### config.mk
export PLATFORM = sky130hd
export DESIGN_NAME = riscv_bus_arbiter
export DESIGN_NICKNAME = d
export VERILOG_FILES = /design/src/rtl/riscv_bus_arbiter.sv
export SDC_FILE = /design/constraint.sdc
export NUM_CORES = 1
export LEC_CHECK = 0
export ABC_CLOCK_PERIOD_IN_PS = 4570
export CAP_MARGIN = 20
export CORE_AREA = 3 3 104 106
export CTS_BUF_LIST = sky130_fd_sc_hd__clkbuf_8
export DETAILED_ROUTE_END_ITERATION = 12
export DIE_AREA = 0 0 107 109
export PLACE_DENSITY = 0.6
export SKIP_LAST_GASP = 1
export SLEW_MARGIN = 20
export SYNTH_ARGS = -nofsm -noshare
export SYNTH_HDL_FRONTEND = slang
export SYNTH_SLANG_ARGS = --single-unit
### constraint.sdc
create_clock -name clock -period 4.57 [get_ports clock]
set_input_delay 1.371 -clock clock [delete_from_list [all_inputs] [get_ports clock]]
set_output_delay 1.371 -clock clock [all_outputs]
set_load 0.01 [all_outputs]
### src/rtl/riscv_bus_arbiter.sv
// Two-port (instruction fetch / data) arbiter onto one shared memory bus.
// Optional macro ARBITER_ROUND_ROBIN_EN: alternate priority on simultaneous requests.
module riscv_bus_arbiter (
  input  logic        clock,
  input  logic        reset,
  input  logic [31:0] i_address,
  input  logic        i_read,
  output logic [31:0] i_data,
  output logic        i_ready,
  input  logic [31:0] d_address,
  input  logic [1:0]  d_width,
  input  logic [31:0] d_wdata,
  input  logic        d_read,
  input  logic        d_write,
  output logic [31:0] d_rdata,
  output logic        d_ready,
  output logic [31:0] m_address,
  output logic [1:0]  m_width,
  output logic [31:0] m_wdata,
  output logic        m_read,
  output logic        m_write,
  input  logic [31:0] m_rdata,
  input  logic        m_ready,
  output logic [1:0]  owner
);

  // The state encoding doubles as the owner code: IDLE=0, INSTR=1, DATA=2.
  typedef enum logic [1:0] {
    OWN_NONE  = 2'd0,
    OWN_INSTR = 2'd1,
    OWN_DATA  = 2'd2
  } owner_e;

  owner_e state_q, state_d;
  owner_e grant;
  logic   d_req;
  logic   data_first;

  assign d_req = d_read | d_write;

`ifdef ARBITER_ROUND_ROBIN_EN
  logic last_data_q, last_data_d;

  assign data_first = ~last_data_q;

  always_comb begin
    last_data_d = last_data_q;
    if (grant != OWN_NONE && m_ready) last_data_d = (grant == OWN_DATA);
  end

  always_ff @(posedge clock) begin
    if (reset) last_data_q <= 1'b0;
    else       last_data_q <= last_data_d;
  end
`else
  assign data_first = 1'b1;
`endif

  // A locked owner keeps the bus until m_ready or until it withdraws;
  // only IDLE looks at the other port.
  always_comb begin
    // NOTE: default assigned first so no path through this block infers a latch.
    grant = OWN_NONE;
    if (!reset) begin
      case (state_q)
        OWN_INSTR: grant = i_read ? OWN_INSTR : OWN_NONE;
        OWN_DATA:  grant = d_req  ? OWN_DATA  : OWN_NONE;
        default: begin
          if (i_read && d_req) grant = data_first ? OWN_DATA : OWN_INSTR;
          else if (d_req)      grant = OWN_DATA;
          else if (i_read)     grant = OWN_INSTR;
        end
      endcase
    end
  end

  always_comb begin
    state_d = OWN_NONE;
    if (grant != OWN_NONE && !m_ready) state_d = grant;
  end

  always_ff @(posedge clock) begin
    // NOTE: non-blocking assignment for every registered value.
    if (reset) state_q <= OWN_NONE;
    else       state_q <= state_d;
  end

  always_comb begin
    m_address = 32'd0;
    m_width   = 2'd0;
    m_wdata   = 32'd0;
    m_read    = 1'b0;
    m_write   = 1'b0;
    i_ready   = 1'b0;
    d_ready   = 1'b0;
    case (grant)
      OWN_INSTR: begin
        m_address = i_address;
        m_width   = 2'd2;
        m_read    = 1'b1;
        i_ready   = m_ready;
      end
      OWN_DATA: begin
        m_address = d_address;
        m_width   = d_width;
        m_wdata   = d_wdata;
        m_read    = d_read;
        m_write   = d_write;
        d_ready   = m_ready;
      end
      default: ;
    endcase
  end

  assign owner   = grant;
  assign i_data  = m_rdata;
  assign d_rdata = m_rdata;

endmodule
==> images/met3.png <==
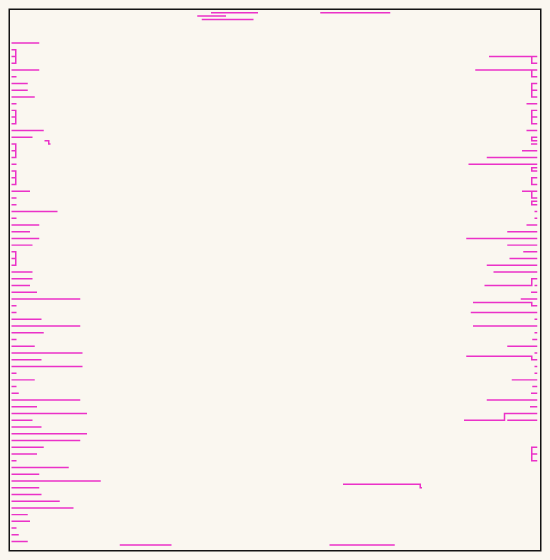
longest straight run	17.7 um
main direction	horizontal

==> images/met2.png <==
The bar under the picture is 20 um long.
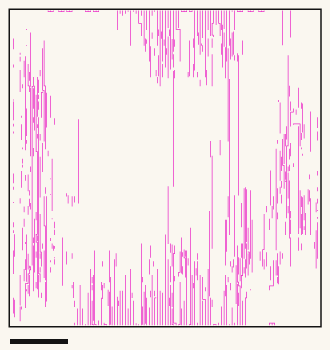
longest straight run	61.7 um
wire length on this layer	3590 um

==> images/metal_stack.png <==
The bar under the picture is 20 um long. Only two layers are drawn.
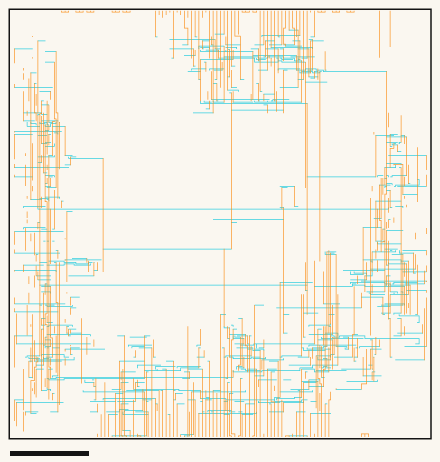
color	layer	wire length
orange	met2	3590 um
cyan	met1	2180 um

==> notes.md <==
Notes on the physical implementation.

- The largest registers in the layout are state_q (2).
- In the synthesized netlist, the number of instances is 204.
- The Yosys step of the flow raised 0 warnings.
- The tapcell count is 133, for reference.
- The total iterations of the first detailed-routing run is 4, for reference.
- For this design, the CTS-stage hold fixing added 0 buffers.
- The type of the worst min-delay path is reg -> reg, for reference.
- The final design was reported to hold multi-input combinational gates totalling 121.
- Of the post-synthesis cell area, the dominant cell type holds 33.2%.
- The count of buffer and inverter cells on the critical path is 4, for reference.
- The startpoint identified for the worst hold timing path is state_q[0].
- Setup repair after global routing could not meet its margin everywhere.
- The met2 track demand over resource in global routing is 20.9%, for reference.
- On the reported timing paths, the clock transition at the registers reads 0.03 ns.
- Per the OpenROAD timing report, the critical path contains 8 cells.
- The relative area change from synthesis to final layout is 108%, for reference.
- The most flop-heavy register is state_q, for reference.
- According to the floorplan report, the placeable core area is 9860 um2.
- For this run, the chip area from Yosys synthesis comes to 1450 um2.
- The transition time recorded at the tightest slew-check pin is 0.275 ns.
- The worst setup path is captured at an output pin.
- The worst slew margin relative to its limit is 81.6%, for reference.
- The clock latency on the worst-skew pair is 0.21 ns, for reference.
- The area-dominant cell class after layout is buffers, for reference.
- The category of the critical setup timing path is in -> out, for reference.
- The finished cells cover 3010 um2.
- The area used by multi-input combinational logic is 962 um2, for reference.
- The number of clock sinks came to 2.
- The count of standard-cell rows is 36, for reference.
- Summing over the stages, the warning tally comes to 30.
- Endpoints failing hold in the final report were tallied at 0.
- The longest clock path from root to sink contains 2 buffers.
- The TritonCTS clock tree is built, for reference.
- Per the detailed placement report, the placed cell area equals 2950 um2.
- In the final layout, multi-input gates take up 32.0% of the cell area.
- In this run, synthesis inferred 0 flip-flops with an integrated enable.
- Measured along the x axis, the die boundary spans 107 um.
- Dividing the final minimum period by the clock period gives 99.6%.
- The cell with the biggest individual delay on the critical path is or3b_4, for reference.
- The remaining routing DRC violations is 0, for reference.
- The worst supply voltage drop on vdd is 0.0673 mV, for reference.
- The global-route wire length before repair is 9.43 mm, for reference.
- Summed over all nets, wire length on met3 after detailed routing comes to 692 um.
- The count of pins over their slew limit is 0, for reference.
- The initial antenna violation count came to 0.
- The flow ran to the end, and the final reports show no timing, DRC or antenna violations.
- The total standard cell area after synthesis is 1450 um2, for reference.
- The net count of the mapped netlist is 345, for reference.
- The capture endpoint of the worst hold path is state_q[0], for reference.
- Based on the critical path, the design can be clocked at up to 220 MHz.
- The sequential cell area fraction in the yosys report is 2.77%, for reference.
- Ranked by total cell area, the synthesized netlist is headed by buf_4 33%, a22oi_1 17%, and2_1 16%.
- The post-detailed-route via-to-cell ratio is 3.78, for reference.
- The routed length on met1 is 2.18 mm, for reference.
- The post-synthesis register bit count is 2, for reference.
- Counting the buffers created by CTS gives 3.
- The number of ordinary and repair buffers in the finished layout is 187, for reference.
- Per the synthesis report, the dominant area consumer among library cells is buf_4.
- The sequential cell area is 40.0 um2, for reference.
- The final antenna-violating net count is 0, for reference.
- Walking the worst path, the cells encountered are dlygate4sd2_1, or3b_4, a21o_4, ha_4, buf_12, buf_16, nor2b_4, clkdlybuf4s15_2.
- The finished design was reported to have a net count of 458.
- The cell count listed in synth_stat.txt is 204, for reference.
- The worst register-to-register path ends at state_q[1].
- In this run, the number of DRC markers left after iteration 0 of detailed routing was 75.
- met1 track demand over resource after global routing is 9.46%.
- The register-to-register setup slack is 2.68 ns, for reference.
- The final critical delay including setup and external delays is 4.55 ns, for reference.
- The script computed a power per unit cell area of 119 nW/um2.
- The buffer cell driving the clock tree root is clkbuf_8, for reference.
- The met3 usage in global routing is 3.79%, for reference.
- The leakage power of the design is 1.28 nW, for reference.
- The most frequently used library cell after synthesis is buf_4.
- The arrival time of data at the critical path endpoint is 3.18 ns, for reference.
- The routed length on met2 is 3.59 mm, for reference.
- The flip-flop and latch share of the layout cell area is 1.33%, for reference.
- The beginning of the worst register-to-register path is state_q[0], for reference.
- The most used flip-flop cell after synthesis is dfxtp_1.
- The layout summary lists the proportion of cells stronger than drive strength 1 as 21.0%.
- Routability-driven placement finished with a final weighted congestion of 0.735.
- The delay of the slowest critical-path stage is 0.43 ns, for reference.
- In the Yosys stats the netlist draws on 20 distinct library cells.
- Overall routing resource usage recorded by global route was 10.1%.
- The total die size is 11700 um2, for reference.
- Of all the cell area in the finished design, non-clock buffers hold 59.6%.
- Signal routing reaches up to met4.
- The height of the die is 109 um, for reference.
- On the critical path the largest part of the delay comes from buffers and inverters.
- 0 antenna diodes ended up in the layout.
- Across all layers, the routed design uses 1694 vias.
- Global route summary, busiest routing layer listed as met2.
- The layout has 1059 filler cells.
- Recorded from the global router log, the overflow total was 0.
- The number of signal-net inverters in the final layout is 2, for reference.
- Input and output buffers added on the ports amount to 175.
- The routed length per placed instance is 14.6 um, for reference.
- The required time of the critical path is 3.20 ns, for reference.
- The final layout contains a sequential cell count of 2.
- The number of clock buffers in the layout is 3, for reference.
- The depth of the worst hold-timing path is 3, for reference.
- The critical-path maximum fanout is 17, for reference.
- Per the finish-stage timing summary, setup violations number 0.
- The most critical setup path has its startpoint at d_read.
- The worst register-to-register path depth is 7.
- The via count of the first global-routing pass is 1792, for reference.
- Ranked by instance count, the synthesized netlist is headed by 64 x buf_4, 36 x and2_1, 34 x nor2b_1.
- The I/O pin count is 272, for reference.
- In this run the maximum-capacitance check reported violations numbering 0.
- The detailed placement HPWL is 5.01 mm, for reference.
- The layout report lists the clock-cell share of area as 1.37%.
- The maximum level of the CTS H-tree is 1, for reference.
- For this block, the routed nets add up to 6.54 mm of wire.
- The sort of element at the start of the critical path is an input pin, for reference.
- The register with the most flip-flops in the layout has 2 of them.
- The post-route clock skew is 0.00126 ns, for reference.
- Before placement the cells fill 14.6% of the core.
- The total power consumption of the routed design is 357 uW, for reference.
- The mean instance size in the synthesized netlist is 7.08 um2, for reference.
- Entering global routing, the biggest net connects 46 pins.
- The synthesis report gives the async set-or-reset register share as 0%.
-- layout by cell type (no fill, tap or decap), types with 4 or more instances in the layout --
cell type / count
clkdlybuf4s50_1: 102
dlygate4sd2_1: 39
and2_1: 36
a22oi_1: 28
nor2b_1: 27
buf_2: 24
buf_12: 6
clkdlybuf4s15_1: 5
a22oi_2: 4
nor2b_4: 4
clkdlybuf4s15_2: 4
buf_4: 4
-- stage by stage --
step	util, %	TNS [ns]	instances	worst slack, ns	hold slack (ns)
after floorplan	-	0	204	0.339	0.700
after global routing	30.5	-0.0643	448	-0.0409	0.811
after global placement	29.9	-27.13	442	-0.491	0.740
after CTS	30.4	0	448	0.00698	0.777
after detailed placement	29.9	-28.62	442	-0.498	0.750
final	30.5	0	448	0.0192	0.777
-- worst max path at each step --
stage / slack (ns) / to
floorplan: 0.34 / m_address[0]
global placement: -0.49 / m_address[28]
detailed placement: -0.50 / m_address[21]
CTS: 0.007 / m_address[27]
global route: -0.04 / m_address[22]
finish: 0.02 / m_address[22]
-- timing repair --
action	in CTS	in global routing
pin swaps	4	2
setup endpoints to repair	70	13
buffers inserted	1	0
cloned	2	0
resized	172	9
endpoints found under the hold margin	0	0
-- worst reg2reg max path: stages, from the launching register on --
cell     delay, ns
dfxtp_1       0.32
inv_1         0.05
ha_1          0.30
or3b_4        0.41
a21o_4        0.23
ha_4          0.17
nor2_1        0.08
nor4b_1       0.23
-- cell families after synthesis --
logic type / share of synthesized area, %
simple gates: 34.3
compound gates: 20.2
flops: 2.77
fa+ha+maj: 4.33
buf+inv: 38.4
-- where the power goes --
part / total, mW / internal, mW / switching [mW]
Sequential: 0.0183 / 0.0181 / 0.000222
Clock: 0.0700 / 0.0557 / 0.0143
Combinational: 0.269 / 0.173 / 0.0964
Total: 0.357 / 0.246 / 0.111
Power figures rest on the tool's default switching activity, not on a simulated workload.
